**src/rtl/pipeline_controller.sv**
```systemverilog
// Stall/flush sequencer for the 5-stage pipeline: merges ID load-use and EX multi-cycle stalls, arbitrates redirects.
// Outputs are combinational from state and inputs (same-cycle effect); an N-cycle EX op holds the front end N-1 cycles.
module pipeline_controller #(
  parameter int COUNT_WIDTH = 6
) (
  input  logic                   clock,
  input  logic                   reset,
  input  logic                   id_stall_request,
  input  logic                   ex_multicycle_start,
  input  logic [COUNT_WIDTH-1:0] ex_multicycle_cycles,
  input  logic                   flush_request,
  input  logic [31:0]            flush_target,
  output logic [5:0]             stall,
  output logic                   flush,
  output logic [31:0]            new_program_counter,
  output logic                   ex_multicycle_done,
  output logic                   busy
);

  typedef enum logic {
    IDLE  = 1'b0,
    MULTI = 1'b1
  } state_t;

  localparam logic [5:0] STALL_NONE = 6'b000000;
  localparam logic [5:0] STALL_ID   = 6'b000111;
  localparam logic [5:0] STALL_EX   = 6'b001111;

  state_t                 state_q, state_d;
  logic [COUNT_WIDTH-1:0] cnt_q, cnt_d;

  always_comb begin
    state_d             = state_q;
    cnt_d               = cnt_q;
    stall               = STALL_NONE;
    flush               = 1'b0;
    new_program_counter = 32'h0;
    ex_multicycle_done  = 1'b0;
    busy                = 1'b0;

    if (!reset) begin
      busy = (state_q == MULTI);
      if (flush_request) begin
        // A redirect kills any in-flight multi-cycle op outright.
        flush               = 1'b1;
        new_program_counter = flush_target;
        state_d             = IDLE;
        cnt_d               = '0;
      end else if (state_q == MULTI) begin
        if (cnt_q > COUNT_WIDTH'(1)) begin
          stall = STALL_EX;
          cnt_d = cnt_q - COUNT_WIDTH'(1);
        end else begin
          ex_multicycle_done = 1'b1;
          state_d            = IDLE;
          cnt_d              = '0;
        end
      end else if (ex_multicycle_start) begin
        if (ex_multicycle_cycles <= COUNT_WIDTH'(1)) begin
          ex_multicycle_done = 1'b1;
        end else begin
          // The start cycle counts as the first EX cycle, so N-1 remain.
          stall   = STALL_EX;
          cnt_d   = ex_multicycle_cycles - COUNT_WIDTH'(1);
          state_d = MULTI;
        end
      end else if (id_stall_request) begin
        stall = STALL_ID;
      end
    end
  end

  always_ff @(posedge clock) begin
    if (reset) begin
      state_q <= IDLE;
      cnt_q   <= '0;
    end else begin
      state_q <= state_d;
      cnt_q   <= cnt_d;
    end
  end

endmodule

```
**config.mk**
```make
export PLATFORM = sky130hd
export DESIGN_NAME = pipeline_controller
export DESIGN_NICKNAME = d
export VERILOG_FILES = /design/src/rtl/pipeline_controller.sv
export SDC_FILE = /design/constraint.sdc
export NUM_CORES = 1
export LEC_CHECK = 0
export ABC_AREA = 1
export CAP_MARGIN = 20
export CORE_ASPECT_RATIO = 0.9
export CORE_UTILIZATION = 34
export DETAILED_ROUTE_END_ITERATION = 6
export PLACE_DENSITY = 0.9
export SYNTH_ARGS = -nofsm -noshare
export SYNTH_HDL_FRONTEND = slang
export SYNTH_SLANG_ARGS = --single-unit
```
**constraint.sdc**
```tcl
create_clock -name clock -period 2.8 [get_ports clock]
set_clock_uncertainty 0.2 [all_clocks]
set_input_delay 0.42 -clock clock [delete_from_list [all_inputs] [get_ports clock]]
set_output_delay 0.42 -clock clock [all_outputs]
set_load 0.03 [all_outputs]
```
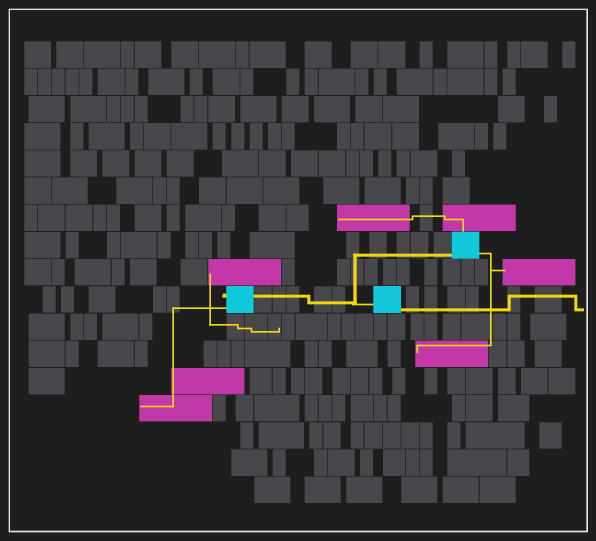
*Routed clock nets over the placement, run 1*
(10 px per micron)
legend:
  yellow:
    item: clock wires
    length: 130 microns
  magenta:
    item: flip-flops
    count: 7
  cyan:
    item: clock drivers
    count: 3
routed clock nets: 4
Clock net power: 0.0965 mW
clock share of power: 0.205
later-pin clock latency in the skew report: 260 ps

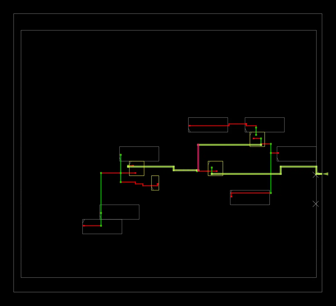
*Clock routing, run 1*
count of clock buffers in the final design: 4
number of buffers created by CTS: 3
Flop Count: 7
clock net sink count: 7

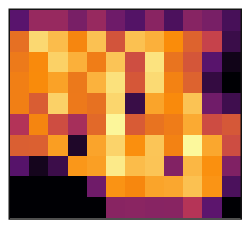
*Local utilization, run 1*
(4 px per micron) 12 x 10 tiles, from black (low) to pale yellow (high), 0 to 100% covered.
densest ninth of the die: centre
emptiest ninth of the die: south-west
tiles over 75% full: 32%
fullest tile: 99%
mean over tiles: 55%
core area: 2550 sq um
fp_density: 0.371
utilization of the core after routing: 0.661

==> flow_summary.rst <==
Implementation results
======================

.. list-table::
   :header-rows: 1

   * - Metric
     - Value
   * - Non-clock buffer count in the final layout
     - 84
   * - Hold-fix buffers at CTS
     - 0
   * - Drt wl/cell
     - 11.1 microns
   * - Run status
     - finished, violations left
   * - Final setup margin
     - 120 ps
   * - Average via count per standard cell
     - roughly 4.7
   * - Iteration tally of the first detailed-router pass
     - 6
   * - DRC errors left
     - 2
   * - Logic Gate Count
     - 147
   * - Setup crit start
     - ex_multicycle_cycles[0]
   * - Number of inserted diodes
     - 0
   * - Hold crit path type
     - flip-flop to flip-flop
   * - Total number of placement rows
     - 17
   * - Start point of the worst min-delay path
     - cnt_q[1]
   * - Tapcell count
     - 28
   * - Chip area line of the yosys report
     - between 900 and 1000 sq um
   * - Placed standard-cell area
     - 1660 sq um
   * - Mapped Cells
     - 183
   * - Root buffer cell
     - clkbuf_4
   * - Final Hold Vio Count
     - 0
   * - Pwr dens
     - 279 nW/um^2
   * - Floorplan die width
     - 57.6 microns
   * - Post-route insts no fill
     - 288
   * - Final period util
     - 0.957
   * - Violations in the final reports
     - DRC
   * - Sort of element at the start of the critical path
     - primary input
   * - Area occupied by registers
     - between 100 and 150 sq um
run 1: logic make-up after synthesis:
logic type,share of synthesized area
AOI/OAI and AO/OA,0.120
xor gates and xnor gates,0.0185
adders and majority gates,0.0528
buffers and inverters,0.136
DFF,0.148
other,0.00396
and+or+nand+nor,0.520
run 1: worst max-delay path, cell delays in order:
cell and delay (ps):
clkdlybuf4s50_1 540, inv_2 80, ha_1 230, nor2_1 150
nor2_2 90, nand2_2 80, o21ai_2 60, o21ai_1 210
buf_4 200
run 1: metal layers:
| metal | share of wire | global-route usage |
|---|---|---|
| met5 | 0 | 0 |
| met4 | 0.0013 | 0.0163 |
| met3 | 0.063 | 0.0547 |
| met2 | 0.52 | 0.368 |
| met1 | 0.41 | 0.261 |
run 1: Yosys cell counts (all sizes together):
| master | n | area [sq um] |
|---|---|---|
| clkbuf | 7 | 26.3 |
| a21oi | 4 | 35.0 |
| nand3 | 10 | 50.1 |
| nor3 | 2 | 21.3 |
| xnor2 | 1 | 8.76 |
| o21ai | 11 | 58.8 |
| nand4 | 1 | 6.26 |
| nand2 | 49 | 186 |
| buf | 5 | 35.0 |
| nor2 | 59 | 229 |
| ha | 4 | 50.1 |
| conb | 1 | 3.75 |
| inv | 18 | 67.6 |
| dfxtp | 7 | 140 |
| xor2 | 1 | 8.76 |
| o21a | 1 | 7.51 |
| o22ai | 2 | 12.5 |
run 1: report_power, final:
part | switching [mW] | total [mW] | leakage (nW) | internal [mW]
Clock | 0.0418 | 0.0965 | 0.0150 | 0.0547
Sequential | 0.00708 | 0.112 | 0.0574 | 0.105
Combinational | 0.144 | 0.262 | 0.791 | 0.118
run 1: worst paths after layout:
check	cells past startpoint	slack, ps	to
max	9	120	stall[2]
max reg2reg	11	1070	cnt_q[5]
min	2	380	cnt_q[1]
min reg2reg	2	380	cnt_q[1]
Power and IR drop assume default switching activity.
